===== config.mk =====
export PLATFORM = sky130hd
export DESIGN_NAME = wptr_full_prog
export DESIGN_NICKNAME = d
export VERILOG_FILES = /design/src/rtl/wptr_full_prog.sv
export SDC_FILE = /design/constraint.sdc
export NUM_CORES = 1
export LEC_CHECK = 0
export CAP_MARGIN = 20
export CORE_ASPECT_RATIO = 1.4
export CORE_UTILIZATION = 49
export CTS_CLUSTER_DIAMETER = 150
export DETAILED_ROUTE_END_ITERATION = 10
export PLACE_DENSITY = 0.83
export SLEW_MARGIN = 20
export SYNTH_ARGS = -nofsm -noshare
export SYNTH_HDL_FRONTEND = slang
export SYNTH_SLANG_ARGS = --single-unit

===== constraint.sdc =====
create_clock -name wclk -period 4.4 [get_ports wclk]
set_input_delay 0.44 -clock wclk [delete_from_list [all_inputs] [get_ports wclk]]
set_output_delay 0.44 -clock wclk [all_outputs]
set_load 0.05 [all_outputs]

===== src/rtl/wptr_full_prog.sv =====
// Write-domain pointer and flag generator for an asynchronous FIFO: binary/Gray
// write pointer, registered full, programmable almost-full, fill level and sticky overflow.
module wptr_full_prog #(
    parameter int ADDR_WIDTH = 4
) (
    input  logic                  wclk,
    input  logic                  wrst_n,
    input  logic                  winc,
    input  logic [ADDR_WIDTH:0]   wq2_rptr,
    input  logic [ADDR_WIDTH:0]   wafull_thresh,
    input  logic                  wovf_clr,
    output logic [ADDR_WIDTH-1:0] waddr,
    output logic [ADDR_WIDTH:0]   wptr,
    output logic                  wfull,
    output logic                  wafull,
    output logic [ADDR_WIDTH:0]   wlevel,
    output logic                  woverflow
);

    logic [ADDR_WIDTH:0] wbin;
    logic [ADDR_WIDTH:0] wbinnext;
    logic [ADDR_WIDTH:0] wgraynext;
    logic [ADDR_WIDTH:0] rbin;
    logic [ADDR_WIDTH:0] level_next;
    logic                accepted;
    logic                full_next;
    logic                afull_next;
    logic                ovf_next;

    assign accepted  = winc & ~wfull;
    assign wbinnext  = wbin + {{ADDR_WIDTH{1'b0}}, accepted};
    assign wgraynext = (wbinnext >> 1) ^ wbinnext;

    // Gray-to-binary: each bit is the XOR of all Gray bits at or above it.
    always_comb begin
        rbin = '0;
        rbin[ADDR_WIDTH] = wq2_rptr[ADDR_WIDTH];
        for (int i = ADDR_WIDTH - 1; i >= 0; i--) begin
            rbin[i] = rbin[i+1] ^ wq2_rptr[i];
        end
    end

    assign level_next = wbinnext - rbin;

    // Full when the write pointer is one lap ahead: top two Gray bits inverted, rest equal.
    assign full_next  = (wgraynext == {~wq2_rptr[ADDR_WIDTH:ADDR_WIDTH-1],
                                        wq2_rptr[ADDR_WIDTH-2:0]});
    assign afull_next = (wafull_thresh != '0) && (level_next >= wafull_thresh);
    assign ovf_next   = (winc & wfull) | (woverflow & ~wovf_clr);

    always_ff @(posedge wclk) begin
        if (!wrst_n) begin
            wbin      <= '0;
            wptr      <= '0;
            wlevel    <= '0;
            wfull     <= 1'b0;
            wafull    <= 1'b0;
            woverflow <= 1'b0;
        end else begin
            wbin      <= wbinnext;
            wptr      <= wgraynext;
            wlevel    <= level_next;
            wfull     <= full_next;
            wafull    <= afull_next;
            woverflow <= ovf_next;
        end
    end

    assign waddr = wbin[ADDR_WIDTH-1:0];

endmodule

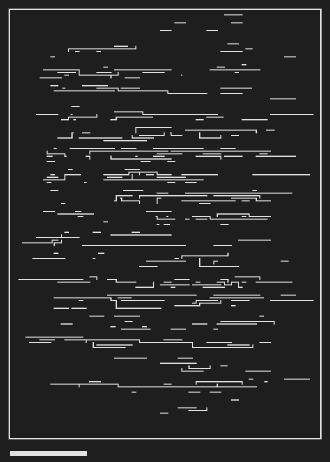
Fig. 1. Metal 1.
Scale bar: 10 um.
share of all routed wire	41%
wire length on this layer	758 um
nets with wire on the layer	143
longest straight run	17.9 um
main direction	horizontal
met1 capacity usage during global routing: 0.265
via count: 788
total wire length: 1870 um

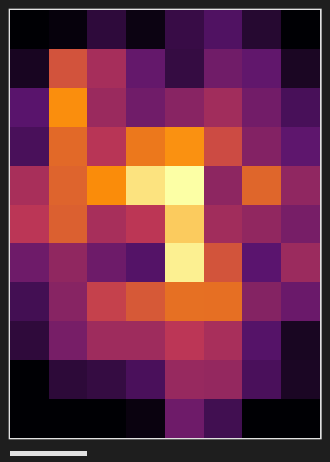
Fig. 2. Routed metal per tile.
Scale bar: 10 um. The die is cut into 8 by 11 equal tiles; black is low, pale yellow is high, scaled to the fullest tile. Values are wire area over tile area, all layers added.
densest ninth of the die	middle
emptiest ninth of the die	bottom left
mean over tiles	0.13
nearly empty tiles	10%
fullest tile	0.38
detailed-route wire length per cell: 11.9 um
GRT Util Overall: 0.209

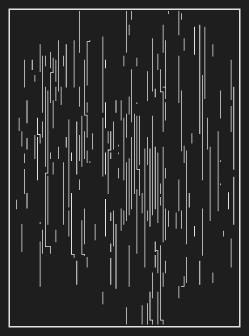
Fig. 3. The metal 2 layer.
wire length on this layer	990 um
share of all routed wire	53%
main direction	vertical
M2 GR Usage: 0.323

==> summary.rpt <==
PHYSICAL IMPLEMENTATION REPORT
----------------------------------------------------
[Floorplan]
  Chip area ........................ 2240 um^2
  Die height ........................ 55.5 um
  Cell Rows ........................ 19
  Number of top-level design ports ........................ 31
  Die width ........................ 40.2 um

[Drt]
  Number of nets still failing antenna checks after routing ........................ 0
  Initial DRC count ........................ 8
  DR pass1 iterations ........................ 4
  Via-to-Cell Ratio ........................ 5.02
  DRC viols ........................ 0

[Synthesis]
  Synthesized area ........................ 1000 um^2
  Gate count of the mapped netlist ........................ 103
  Post-synth EDFFs ........................ 0
  Fraction of the mapped netlist area in compound gates ........................ 0.0723
  Leading cell types by total area after synthesis ........................ sky130_fd_sc_hd__dfxtp_1 (34%), sky130_fd_sc_hd__ha_1 (14%), sky130_fd_sc_hd__xnor2_1 (8.7%), sky130_fd_sc_hd__xor2_1 (7.9%), sky130_fd_sc_hd__and2_1 (6.9%)
  Simple-Gate Area Share ........................ 0.175
  Cell type with the largest total area ........................ sky130_fd_sc_hd__dfxtp_1
  Commonest register cell after synthesis ........................ sky130_fd_sc_hd__dfxtp_1
  Distinct cell type count of the synthesized netlist ........................ 26
  Top cells by instance count after synthesis ........................ sky130_fd_sc_hd__dfxtp_1 (17), sky130_fd_sc_hd__and2_1 (11), sky130_fd_sc_hd__ha_1 (11)
  Syn avg cell area ........................ 9.74 um^2
  Number of warning messages in the yosys log ........................ 0
  Dominant cell area share ........................ 0.339
  Post-synth area from yosys stat ........................ 1000 um^2
  Syn nets ........................ 129
  Sequential cell area fraction in the yosys report ........................ 0.339
  Xor/xnor cell area share of the yosys netlist ........................ 0.204
  Number of synthesized register bits ........................ 17
  Dominant comb cell ........................ XOR/XNOR gates
  Post-synthesis cell type with the largest instance count ........................ sky130_fd_sc_hd__dfxtp_1
  Adder-cell share of the synthesized area ........................ 0.157
  Multiplexer share of the synthesized area ........................ 0.0112
  Share of flip-flops with an asynchronous set or reset after synthesis ........................ 0
  Yosys Instances ........................ 103

[Timing]
  Endpoints failing setup ........................ 0
  Min setup slack post-route ........................ 1.10 ns
  Portion of the clock cycle consumed by the worst path in the final layout ........................ 0.749
  Total Negative Setup Slacks ........................ 0 ns
  RSZ-0062 raised after global routing ........................ no
  Max Clock Freq ........................ 303 MHz
  Least-Margin Pin Slew ........................ 0.502 ns
  Worst clock skew ........................ 0.000837 ns
  Max-slew headroom ........................ 0.664
  Max-slew violation count ........................ 0
  Final Hold Violation Tally ........................ 0
  Crit path time final ........................ 3.30 ns

[Placed design]
  Pre-CTS setup slack ........................ 0.847 ns
  Placer Congestion ........................ 0.874
  Half-perimeter wire length after placement ........................ 1520 um
  Placed cells ........................ 153
  Number of buffers added on ports ........................ 30

[Pwr]
  Peak supply drop ........................ 257 uV
  Cell-internal power ........................ 0.310 mW
  Combinational power share ........................ 0.481
  Sequential share of power ........................ 0.357
  Portion of total power attributed to the clock network ........................ 0.162
  Proportion of total power due to net switching ........................ 0.383
  Standby leakage power ........................ 0.603 nW
  Net Sw Power ........................ 0.192 mW
  Pwr/cell area ........................ 371 nW/um^2

[Flow run]
  Tool warnings ........................ 26
  Max Cap Violations ........................ 0

[Clock network]
  Hold-fix buffers, CTS ........................ 0
  Total of cells resized after clock tree synthesis ........................ 0
  Clock tree from TritonCTS ........................ yes
  CTS sink cnt ........................ 17
  Skew-Pair Late Insertion Delay ........................ 0.29 ns
  Clock slew seen by the registers of the worst setup and hold paths ........................ 0.09 ns
  Clk buf depth ........................ 2
  Inserted Clock Buffers ........................ 3
  Root buffer selected by CTS ........................ sky130_fd_sc_hd__clkbuf_4
  Number of buffers inserted by post-CTS setup repair ........................ 0
  H-Tree Depth ........................ 1

[Layout]
  Number of antenna diodes ........................ 0
  Final #Nets ........................ 163
  Non-Filler Instances ........................ 157
  Fillers ........................ 154
  Growth of design area from synthesis to finish ........................ 34.8%
  Fraction of layout instances using a drive strength above 1 ........................ 0.0441
  Register Area ........................ 340 um^2
  Footprint of the multi-input gates ........................ 622 um^2

[GRT]
  Pin count of the biggest net entering global routing ........................ 18
  GRT overflow ........................ 0
  Wire length of the first global-routing pass ........................ 3260 um
  Number of global-route vias before repair ........................ 774
  Antenna violations before repair ........................ 0

[Worst setup path]
  Kind of launch point of the worst setup path ........................ input port
  WP data arrival ........................ 3.48 ns
  Critical Path Fanout Max ........................ 3
  Worst endpoint required time ........................ 4.59 ns
  Endpoint class of the critical path ........................ register
  Path type of the worst setup path ........................ in -> reg

[Status]
  Run status ........................ completed

[Worst hold path]
  Worst min-delay path class ........................ reg -> reg

----------------------------------------------------
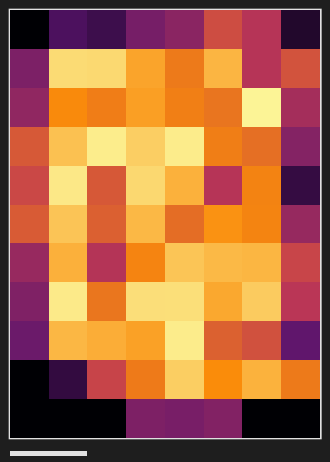
Fig. 4. Local utilization.
Scale bar: 10 um. The die is cut into 8 by 11 equal tiles; black is low, pale yellow is high, 0 to 100% covered.
tiles over 75% full	35%
fullest tile	98%
nearly empty tiles	8.0%
mean over tiles	59%
densest ninth of the die	middle
post-layout utilization of the core: 0.694
share of the core filled by cells before placement: 0.515
core footprint: 1950 um^2

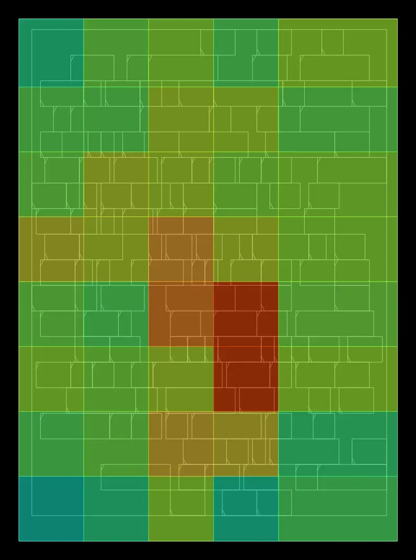
Fig. 5. Congestion heat map.
busiest grt layer: met2
M3 GR Usage: 0.0562

registers in the layout (all words and copies together), names as in the netlist:
| signal | count |
|---|---|
| wafull | 1 |
| wptr | 5 |
| wfull | 1 |
| wlevel | 5 |
| woverflow | 1 |
| wbin | 4 |
worst paths after layout:
path / slack, ns / to / depth (start not counted) / startpoint
max: 1.10 / wafull$_SDFF_PN0_ / 14 / wq2_rptr[4]
min: 0.49 / woverflow$_SDFF_PN0_ / 2 / wfull$_SDFF_PN0_
max reg2reg: 1.63 / wafull$_SDFF_PN0_ / 11 / wfull$_SDFF_PN0_
min reg2reg: 0.49 / woverflow$_SDFF_PN0_ / 2 / wfull$_SDFF_PN0_
logic make-up after synthesis:
family	count (synthesis)
AOI/OAI and AO/OA	12
xor gates and xnor gates	21
DFF	17
adders and majority gates	12
buffers and inverters	11
and+or+nand+nor	29
muxes	1
routing by layer:
| layer | wire (um) | vias to the layer above | global-route usage |
|---|---|---|---|
| met5 | 0 | - | 0 |
| met2 | 990 | 23 | 0.323 |
| met1 | 757 | 358 | 0.265 |
| met4 | 39 | 0 | 0.0857 |
| met3 | 83 | 5 | 0.0562 |
| li1 | - | 402 | - |
critical path, cell delays in order:
cell,delay [ns]
sky130_fd_sc_hd__clkdlybuf4s50_1,0.45
sky130_fd_sc_hd__xnor2_1,0.29
sky130_fd_sc_hd__xor2_1,0.26
sky130_fd_sc_hd__xor2_1,0.33
sky130_fd_sc_hd__xnor2_1,0.12
sky130_fd_sc_hd__ha_1,0.22
sky130_fd_sc_hd__fa_1,0.41
sky130_fd_sc_hd__inv_1,0.07
sky130_fd_sc_hd__a21o_1,0.11
sky130_fd_sc_hd__a21oi_1,0.07
sky130_fd_sc_hd__xnor2_1,0.18
sky130_fd_sc_hd__ha_1,0.26
sky130_fd_sc_hd__o221ai_1,0.20
sky130_fd_sc_hd__a21oi_1,0.05
power groups by stage:
stage	Sequential, mW	Combinational, mW	Clock [mW]
floorplan	0.249	0.103	0
global placement	0.182	0.237	0
detailed placement	0.183	0.242	0
CTS	0.179	0.245	0.0847
global route	0.181	0.267	0.0956
finish	0.179	0.242	0.0813
per-stage QoR:
stage | hold slack, ns | instance area [um^2] | power (mW)
2_1_floorplan | 0.567 | 1000 | 0.352
3_3_place_gp | 0.466 | 1330 | 0.419
3_5_place_dp | 0.481 | 1330 | 0.425
4_1_cts | 0.498 | 1350 | 0.509
5_1_grt | 0.545 | 1350 | 0.544
6_report | 0.491 | 1350 | 0.502
placed cells by master, fill, tap and decap left out, types with 5 or more instances in the layout:
| cell | count |
|---|---|
| sky130_fd_sc_hd__inv_1 | 10 |
| sky130_fd_sc_hd__nor2b_1 | 6 |
| sky130_fd_sc_hd__xnor2_1 | 10 |
| sky130_fd_sc_hd__a21oi_1 | 5 |
| sky130_fd_sc_hd__dfxtp_1 | 17 |
| sky130_fd_sc_hd__xor2_1 | 9 |
| sky130_fd_sc_hd__ha_1 | 11 |
| sky130_fd_sc_hd__and2_1 | 11 |
| sky130_fd_sc_hd__clkdlybuf4s50_1 | 30 |
area by class of cell:
class	count	area share
repair buffers	30	0.222
well taps	21	0.0194
clock buffers	4	0.0194
multi-input cells	75	0.460
flip-flops and latches	17	0.252
inverters	10	0.0278
No activity file was given, so power comes from the tool's default toggle rates.
